`src/rtl/mem_arb_pkg.sv`:
```
// Shared types for the unified-memory arbiter: access size codes, port owner
// encoding and the default fetch starvation limit.
package mem_arb_pkg;

    typedef enum logic [1:0] {
        SZ_BYTE = 2'b00,
        SZ_HALF = 2'b01,
        SZ_WORD = 2'b10,
        SZ_RSVD = 2'b11
    } size_e;

    typedef enum logic [1:0] {
        OWN_NONE = 2'b00,
        OWN_IF   = 2'b01,
        OWN_D    = 2'b10
    } owner_e;

    localparam int unsigned DEFAULT_STARVE_LIMIT = 3;

endpackage

```
`src/rtl/mem_port_arbiter_if.sv`:
```
// Bundle of the core-side fetch/data ports and the unified memory port.
// The arbiter uses the slave view; the core plus memory use the master view.
interface mem_port_arbiter_if;

    logic        if_req;
    logic [7:0]  if_addr;
    logic        if_gnt;
    logic        if_rvalid;
    logic [31:0] if_rdata;

    logic        d_req;
    logic        d_we;
    logic [1:0]  d_size;
    logic        d_unsigned;
    logic [7:0]  d_addr;
    logic [31:0] d_wdata;
    logic        d_gnt;
    logic        d_rvalid;
    logic [31:0] d_rdata;
    logic        d_err;

    logic [5:0]  mem_address;
    logic [3:0]  mem_byteena;
    logic [31:0] mem_data;
    logic        mem_wren;
    logic [31:0] mem_q;

    modport slave (
        input  if_req, if_addr,
        input  d_req, d_we, d_size, d_unsigned, d_addr, d_wdata,
        input  mem_q,
        output if_gnt, if_rvalid, if_rdata,
        output d_gnt, d_rvalid, d_rdata, d_err,
        output mem_address, mem_byteena, mem_data, mem_wren
    );

    modport master (
        output if_req, if_addr,
        output d_req, d_we, d_size, d_unsigned, d_addr, d_wdata,
        output mem_q,
        input  if_gnt, if_rvalid, if_rdata,
        input  d_gnt, d_rvalid, d_rdata, d_err,
        input  mem_address, mem_byteena, mem_data, mem_wren
    );

endinterface

```
`src/rtl/mem_lane_align.sv`:
```
// Combinational byte-lane logic for the data port: store lane placement,
// misalignment detection and load extraction with sign/zero extension.
module mem_lane_align
    import mem_arb_pkg::*;
(
    input  logic [1:0]  i_size,
    input  logic [1:0]  i_offset,
    input  logic [31:0] i_wdata,
    output logic        o_misaligned,
    output logic [3:0]  o_st_byteena,
    output logic [31:0] o_st_data,
    input  logic [1:0]  i_ld_size,
    input  logic [1:0]  i_ld_offset,
    input  logic        i_ld_unsigned,
    input  logic [31:0] i_mem_q,
    output logic [31:0] o_ld_data
);

    logic [31:0] w_shifted;
    logic        w_sign_b;
    logic        w_sign_h;

    always_comb begin
        o_misaligned = 1'b0;
        case (size_e'(i_size))
            SZ_BYTE: o_misaligned = 1'b0;
            SZ_HALF: o_misaligned = i_offset[0];
            SZ_WORD: o_misaligned = (i_offset != 2'b00);
            default: o_misaligned = 1'b1;
        endcase
    end

    genvar gi;
    generate
        for (gi = 0; gi < 4; gi++) begin : g_lane
            localparam logic [1:0] LANE = 2'(gi);
            assign o_st_byteena[gi] = (size_e'(i_size) == SZ_WORD)
                                   || (size_e'(i_size) == SZ_HALF && i_offset[1] == LANE[1])
                                   || (size_e'(i_size) == SZ_BYTE && i_offset == LANE);
        end
    endgenerate

    // Store data is replicated across lanes; byteena picks the live copy.
    always_comb begin
        o_st_data = i_wdata;
        case (size_e'(i_size))
            SZ_BYTE: o_st_data = {4{i_wdata[7:0]}};
            SZ_HALF: o_st_data = {2{i_wdata[15:0]}};
            default: o_st_data = i_wdata;
        endcase
    end

    assign w_shifted = i_mem_q >> {i_ld_offset, 3'b000};
    assign w_sign_b  = ~i_ld_unsigned & w_shifted[7];
    assign w_sign_h  = ~i_ld_unsigned & w_shifted[15];

    always_comb begin
        o_ld_data = w_shifted;
        case (size_e'(i_ld_size))
            SZ_BYTE: o_ld_data = {{24{w_sign_b}}, w_shifted[7:0]};
            SZ_HALF: o_ld_data = {{16{w_sign_h}}, w_shifted[15:0]};
            default: o_ld_data = w_shifted;
        endcase
    end

endmodule

```
`src/rtl/mem_port_arbiter.sv`:
```
// Arbitrates fetch and data ports onto one single-port synchronous memory.
// Data has priority; a saturating starvation counter lets fetch win eventually.
module mem_port_arbiter
    import mem_arb_pkg::*;
#(
    parameter int unsigned STARVE_LIMIT = DEFAULT_STARVE_LIMIT
)
(
    input  logic              clk,
    input  logic              reset,
    mem_port_arbiter_if.slave bus
);

    localparam logic [3:0] LIMIT = 4'(STARVE_LIMIT);

    logic [3:0]  r_starve_cnt;
    owner_e      r_owner;
    logic [1:0]  r_ld_size;
    logic [1:0]  r_ld_offset;
    logic        r_ld_unsigned;
    logic        r_err;

    logic        w_misaligned;
    logic [3:0]  w_st_byteena;
    logic [31:0] w_st_data;
    logic [31:0] w_ld_data;
    logic        w_d_valid;
    logic        w_starved;
    logic        w_if_gnt;
    logic        w_d_gnt;
    logic        w_d_access;
    logic        w_if_rvalid;
    logic        w_d_rvalid;

    mem_lane_align u_align (
        .i_size        (bus.d_size),
        .i_offset      (bus.d_addr[1:0]),
        .i_wdata       (bus.d_wdata),
        .o_misaligned  (w_misaligned),
        .o_st_byteena  (w_st_byteena),
        .o_st_data     (w_st_data),
        .i_ld_size     (r_ld_size),
        .i_ld_offset   (r_ld_offset),
        .i_ld_unsigned (r_ld_unsigned),
        .i_mem_q       (bus.mem_q),
        .o_ld_data     (w_ld_data)
    );

    // An erroring data request is acknowledged without touching memory,
    // so it never blocks a simultaneous fetch.
    assign w_d_valid  = bus.d_req && !w_misaligned;
    assign w_starved  = (r_starve_cnt >= LIMIT);
    assign w_if_gnt   = reset && bus.if_req && (!w_d_valid || w_starved);
    assign w_d_gnt    = reset && bus.d_req && (w_misaligned || !(bus.if_req && w_starved));
    assign w_d_access = w_d_gnt && !w_misaligned;

    always_comb begin
        bus.mem_address = '0;
        bus.mem_byteena = '0;
        bus.mem_data    = '0;
        bus.mem_wren    = 1'b0;
        if (w_if_gnt) begin
            bus.mem_address = bus.if_addr[7:2];
            bus.mem_byteena = 4'b1111;
        end else if (w_d_access) begin
            bus.mem_address = bus.d_addr[7:2];
            bus.mem_wren    = bus.d_we;
            bus.mem_byteena = bus.d_we ? w_st_byteena : 4'b1111;
            bus.mem_data    = bus.d_we ? w_st_data : 32'd0;
        end
    end

    always_ff @(posedge clk or negedge reset) begin
        if (!reset) begin
            r_starve_cnt  <= '0;
            r_owner       <= OWN_NONE;
            r_ld_size     <= '0;
            r_ld_offset   <= '0;
            r_ld_unsigned <= 1'b0;
            r_err         <= 1'b0;
        end else begin
            if (bus.if_req && !w_if_gnt)
                r_starve_cnt <= w_starved ? r_starve_cnt : r_starve_cnt + 4'd1;
            else
                r_starve_cnt <= '0;

            r_err <= w_d_gnt && w_misaligned;

            if (w_if_gnt)
                r_owner <= OWN_IF;
            else if (w_d_access && !bus.d_we)
                r_owner <= OWN_D;
            else
                r_owner <= OWN_NONE;

            if (w_d_access) begin
                r_ld_size     <= bus.d_size;
                r_ld_offset   <= bus.d_addr[1:0];
                r_ld_unsigned <= bus.d_unsigned;
            end
        end
    end

    assign w_if_rvalid   = (r_owner == OWN_IF);
    assign w_d_rvalid    = (r_owner == OWN_D);

    assign bus.if_gnt    = w_if_gnt;
    assign bus.d_gnt     = w_d_gnt;
    assign bus.if_rvalid = w_if_rvalid;
    assign bus.d_rvalid  = w_d_rvalid;
    assign bus.if_rdata  = w_if_rvalid ? bus.mem_q : 32'd0;
    assign bus.d_rdata   = w_d_rvalid ? w_ld_data : 32'd0;
    assign bus.d_err     = r_err;

endmodule
```
`src/flat_wrapper.sv`:
```
// flat-port wrapper written by rule: the top's interface ports become plain ports
module mem_port_arbiter_flat import mem_arb_pkg::*;
#(
    parameter int unsigned STARVE_LIMIT = DEFAULT_STARVE_LIMIT
)
  (clk, reset, bus_if_req, bus_if_addr, bus_d_req, bus_d_we, bus_d_size, bus_d_unsigned, bus_d_addr, bus_d_wdata, bus_mem_q, bus_if_gnt, bus_if_rvalid, bus_if_rdata, bus_d_gnt, bus_d_rvalid, bus_d_rdata, bus_d_err, bus_mem_address, bus_mem_byteena, bus_mem_data, bus_mem_wren);
  mem_port_arbiter_if bus_i ();
  input  logic clk;
  input  logic reset;
  input wire logic [$bits(bus_i.if_req)-1:0] bus_if_req;
  input wire logic [$bits(bus_i.if_addr)-1:0] bus_if_addr;
  input wire logic [$bits(bus_i.d_req)-1:0] bus_d_req;
  input wire logic [$bits(bus_i.d_we)-1:0] bus_d_we;
  input wire logic [$bits(bus_i.d_size)-1:0] bus_d_size;
  input wire logic [$bits(bus_i.d_unsigned)-1:0] bus_d_unsigned;
  input wire logic [$bits(bus_i.d_addr)-1:0] bus_d_addr;
  input wire logic [$bits(bus_i.d_wdata)-1:0] bus_d_wdata;
  input wire logic [$bits(bus_i.mem_q)-1:0] bus_mem_q;
  output wire logic [$bits(bus_i.if_gnt)-1:0] bus_if_gnt;
  output wire logic [$bits(bus_i.if_rvalid)-1:0] bus_if_rvalid;
  output wire logic [$bits(bus_i.if_rdata)-1:0] bus_if_rdata;
  output wire logic [$bits(bus_i.d_gnt)-1:0] bus_d_gnt;
  output wire logic [$bits(bus_i.d_rvalid)-1:0] bus_d_rvalid;
  output wire logic [$bits(bus_i.d_rdata)-1:0] bus_d_rdata;
  output wire logic [$bits(bus_i.d_err)-1:0] bus_d_err;
  output wire logic [$bits(bus_i.mem_address)-1:0] bus_mem_address;
  output wire logic [$bits(bus_i.mem_byteena)-1:0] bus_mem_byteena;
  output wire logic [$bits(bus_i.mem_data)-1:0] bus_mem_data;
  output wire logic [$bits(bus_i.mem_wren)-1:0] bus_mem_wren;
  assign bus_i.if_req = bus_if_req;
  assign bus_i.if_addr = bus_if_addr;
  assign bus_i.d_req = bus_d_req;
  assign bus_i.d_we = bus_d_we;
  assign bus_i.d_size = bus_d_size;
  assign bus_i.d_unsigned = bus_d_unsigned;
  assign bus_i.d_addr = bus_d_addr;
  assign bus_i.d_wdata = bus_d_wdata;
  assign bus_i.mem_q = bus_mem_q;
  assign bus_if_gnt = bus_i.if_gnt;
  assign bus_if_rvalid = bus_i.if_rvalid;
  assign bus_if_rdata = bus_i.if_rdata;
  assign bus_d_gnt = bus_i.d_gnt;
  assign bus_d_rvalid = bus_i.d_rvalid;
  assign bus_d_rdata = bus_i.d_rdata;
  assign bus_d_err = bus_i.d_err;
  assign bus_mem_address = bus_i.mem_address;
  assign bus_mem_byteena = bus_i.mem_byteena;
  assign bus_mem_data = bus_i.mem_data;
  assign bus_mem_wren = bus_i.mem_wren;
  mem_port_arbiter #(.STARVE_LIMIT(STARVE_LIMIT)) u_core (.clk(clk), .reset(reset), .bus(bus_i));
endmodule
```
`config.mk`:
```
export PLATFORM = sky130hd
export DESIGN_NAME = mem_port_arbiter_flat
export DESIGN_NICKNAME = d
export VERILOG_FILES = /design/src/rtl/mem_arb_pkg.sv /design/src/rtl/mem_port_arbiter_if.sv /design/src/rtl/mem_lane_align.sv /design/src/rtl/mem_port_arbiter.sv /design/src/flat_wrapper.sv
export SDC_FILE = /design/constraint.sdc
export NUM_CORES = 1
export LEC_CHECK = 0
export CAP_MARGIN = 20
export CORE_ASPECT_RATIO = 0.5
export CORE_UTILIZATION = 34
export DETAILED_ROUTE_END_ITERATION = 8
export PLACE_DENSITY = 0.88
export REMOVE_ABC_BUFFERS = 1
export SLEW_MARGIN = 30
export SYNTH_ARGS = -nofsm -noshare
export SYNTH_HDL_FRONTEND = slang
export SYNTH_SLANG_ARGS = --single-unit
```
`constraint.sdc`:
```
create_clock -name clk -period 3.6 [get_ports clk]
set_input_delay 1.08 -clock clk [delete_from_list [all_inputs] [get_ports clk]]
set_output_delay 1.08 -clock clk [all_outputs]
set_load 0.03 [all_outputs]
```
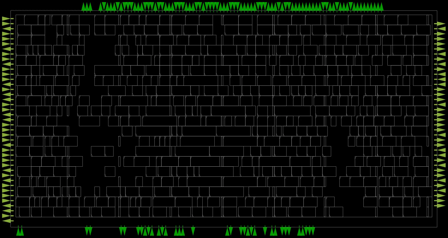
Figure 1: cell outlines without signal wires.
well-tap cell count: 88
core area: 6080 sq um

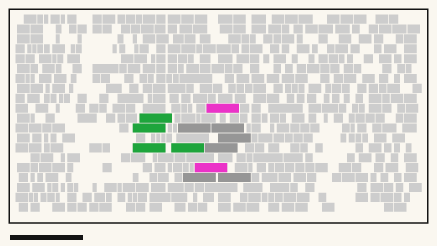
Figure 2: sequential cells grouped by signal name.
Scale bar: 20 um. Other sequential cells in the stronger grey, the rest of the logic in the fainter grey.
legend:
  magenta:
    name_in_the_netlist: u_core.r_ld_offset
    sequential_cells: 2
  green:
    name_in_the_netlist: u_core.r_starve_cnt
    sequential_cells: 4
not coloured: 6
flop share of the area: 6.64%
register area: 300 sq um

==> reports/results.txt <==
combinational share of cell area: 39.4%
Die Wd: 115 um
gp weighted congestion: 0.869
CTS H-tree lvls: 1
Final min period: 3.56 ns
Starting Density: 35.4%
ys cells: 299
Pre-Repair DR Iteration Count: 4
GRT busiest layer: met2
Pint: 0.000642 W
clock buffer count from CTS: 3
placed insts: 608
ys flops: 12
M3 GR Usage: 2.82%
diode count: 0
Syn Std Cell Area: 2150 sq um
largest net degree at the start of global routing: 23
crit path capture type: primary output
Power Density: 237 nW/um^2
P_leak: 2.21 nW
flop count: 12
switching pwr: 0.000429 W
number of global-route vias before repair: 2,941
CTS max path bufs: 2
area share, top type: 15.3%
met2 WL: 4.80 mm
most common cell in the netlist: and2_1
cell taking the most area after synthesis: mux2i_1
tool warnings: 27
register share after synthesis: 14.0%
initial antenna violation count: 0
Reg clk slew, reported paths: 0.04 ns
Die Area: 6670 sq um
slowest stage cell, crit path: clkdlybuf4s50_1
Non-clk bufs: 248
CTS root buf: clkbuf_16
WL/cell: 15.2 um
Chip Area, Yosys: 2150 sq um
CTS tree: yes
Max Used Layer: met4
clk tree area frac: 1.96%
WS Path Type: input pin to primary output
Comb gates: 258
Largest cell class: buffers
met2 Track Usage GR: 50.0%
Via Count: 3,150
Worst-Margin Slew: 0.709 ns
Switching Share: 40.0%
EDFF count, synth: 0
CP peak stage delay: 0.69 ns
final setup fails: 0
Logic area: 1780 sq um
fraction of power consumed by the clock network: 21.2%
asr flop ratio synth: 100%
final tally of max-slew violations: 0
Clock Skew: 0.00195 ns
Reg power frac: 16.7%
data required time of the critical path: 2.52 ns
Layout Cells excl Fill: 617
Die Ht: 58.3 um
routed wl met3: 586 um
combinational share of power: 62.0%
Max IR drop VDD: 0.000155 V
crit start category: input pin
critical path peak fanout: 2
CLK BUF: 4
met1 WL: 3.79 mm
Latency at later pin: 0.24 ns
Initial DRC Count: 221
overall global routing resource usage: 26.9%
Mapped Cells: 299
WHS: 0.528 ns
Top Ports: 200
Buffers on Ports: 197
Unique cell types: 39
Synth area leaders: mux2i_1 15%, dfrtp_1 14%, and2_1 12%, o21ai_0 7.0%, a21oi_1 6.0%
Tcrit/Tclk final: 98.8%
first-pass GRT wire length: 14.3 mm
Avg Inst Size Synth: 7.20 sq um
buffering overhead: 49.0%
post-route ant nets: 0
status: finished clean
CP Cell Sequence: clkdlybuf4s50_1 > buf_4 > and2_1 > clkdlybuf4s50_1
routed wire length: 9.38 mm
Arr. time, crit path: 2.48 ns
most used cell, CP: clkdlybuf4s50_1
max cap viols: 0
ys flop type: dfrtp_1
area delta synth->final: 110%
top cells by count: 41 x and2_1, 33 x mux2i_1, 33 x nor2_1
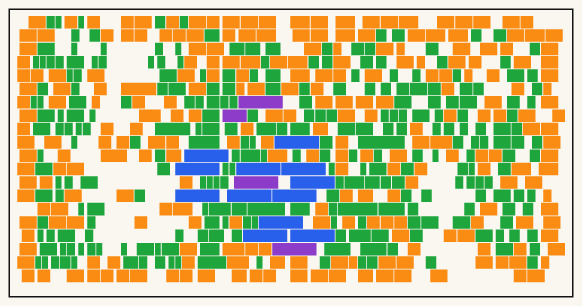
Figure 3: cells coloured by class.
legend:
  orange:
    class: remaining buffers and delay cells
    cells: 248
    share_of_their_area: 50%
  blue:
    class: registers
    cells: 12
    share_of_their_area: 6.8%
  purple:
    class: clock drivers and dummy loads
    cells: 4
    share_of_their_area: 2.0%
  green:
    class: remaining logic cells
    cells: 265
    share_of_their_area: 41%
final core utilization: 74.4%
Rows: 20
post-route cell area: 4520 sq um

-- through the flow --
step                      TNS, ns  total power [W]  setup slack [ns]  util, %
after floorplan             -2.37         0.000494            -0.300        -
after global placement     -18.42         0.000789            -0.578     71.0
after detailed placement   -19.48         0.000801            -0.645     71.0
after CTS                       0          0.00106           0.00765     74.1
after global routing            0          0.00113           0.00314     74.4
final                           0          0.00107            0.0443     74.4
-- state kept, by name, indices dropped and copies added, names as in the netlist --
name / count
u_core.r_ld_offset: 2
u_core.r_owner: 2
u_core.r_starve_cnt: 4
u_core.r_ld_unsigned: 1
u_core.r_ld_size: 2
u_core.bus.d_err: 1
-- kinds of logic (layout without fill, tap and decap cells) --
kind of cell               after synthesis  count (layout)  synth area share (%)
muxes                                   39              39                  18.7
and+or+nand+nor                        117             117                  29.2
adders and majority gates                1               1                 0.581
AOI/OAI and AO/OA                      100             100                  30.2
xor gates and xnor gates                 1               1                 0.407
DFF                                     12              12                  14.0
buffers and inverters                   29             259                  6.98
-- worst max-delay path: cells and delay by family --
family,cells,cell delay (ns)
buf+inv,3,1.28
simple gates,1,0.11
-- final timing paths --
path | to | slack, ns | depth (start not counted) | startpoint
max | bus_if_rdata[17] | 0.04 | 4 | bus_mem_q[17]
min | u_core.r_starve_cnt[2] | 0.53 | 2 | u_core.r_starve_cnt[2]
max reg2reg | u_core.r_ld_unsigned | 1.48 | 6 | u_core.r_starve_cnt[0]
min reg2reg | u_core.r_starve_cnt[2] | 0.53 | 2 | u_core.r_starve_cnt[2]
max in group asynchronous | u_core.r_ld_unsigned | 2.36 | 3 | reset
min in group asynchronous | u_core.r_ld_offset[1] | 1.09 | 3 | reset
-- placed cells by master, fill, tap and decap left out, types with 2 or more instances in the layout --
cell / Yosys / routed
clkdlybuf4s15_1: 0 / 3
o21ba_2: 2 / 2
and2_1: 41 / 41
clkbuf_16: 0 / 3
o21ai_0: 30 / 27
dlygate4sd2_1: 0 / 6
nor2b_1: 9 / 9
nand3_1: 3 / 3
mux2i_1: 33 / 32
dfrtp_1: 12 / 12
buf_4: 0 / 101
buf_6: 4 / 15
or3_4: 2 / 2
o21ai_1: 0 / 2
a211oi_1: 14 / 14
nand2_1: 13 / 12
nor3_1: 2 / 2
inv_1: 6 / 6
mux2_4: 1 / 2
a21o_1: 12 / 12
nor2_1: 33 / 31
nor2_2: 0 / 2
nand2b_1: 3 / 3
a21oi_1: 26 / 25
clkdlybuf4s50_1: 0 / 107
a22o_1: 6 / 6
and3_1: 7 / 7
mux2_2: 5 / 4
dlymetal6s2s_1: 0 / 4
buf_2: 9 / 9
-- power groups by stage --
stage | combinational, W | clock, W | sequential [W]
2_1_floorplan | 0.000292 | 0 | 0.000203
6_report | 0.000665 | 0.000227 | 0.000179
5_1_grt | 0.000711 | 0.000239 | 0.000182
3_3_place_gp | 0.000612 | 0 | 0.000177
4_1_cts | 0.000658 | 0.000228 | 0.000178
3_5_place_dp | 0.000623 | 0 | 0.000178
-- what timing repair did --
item,CTS,global route
buffers inserted,4,0
endpoints found under the setup margin,70,45
gates cloned,1,0
gates resized,139,12
pin swaps,5,5
hold endpoints to repair,0,0
Power is estimated from default activity; no workload was simulated.
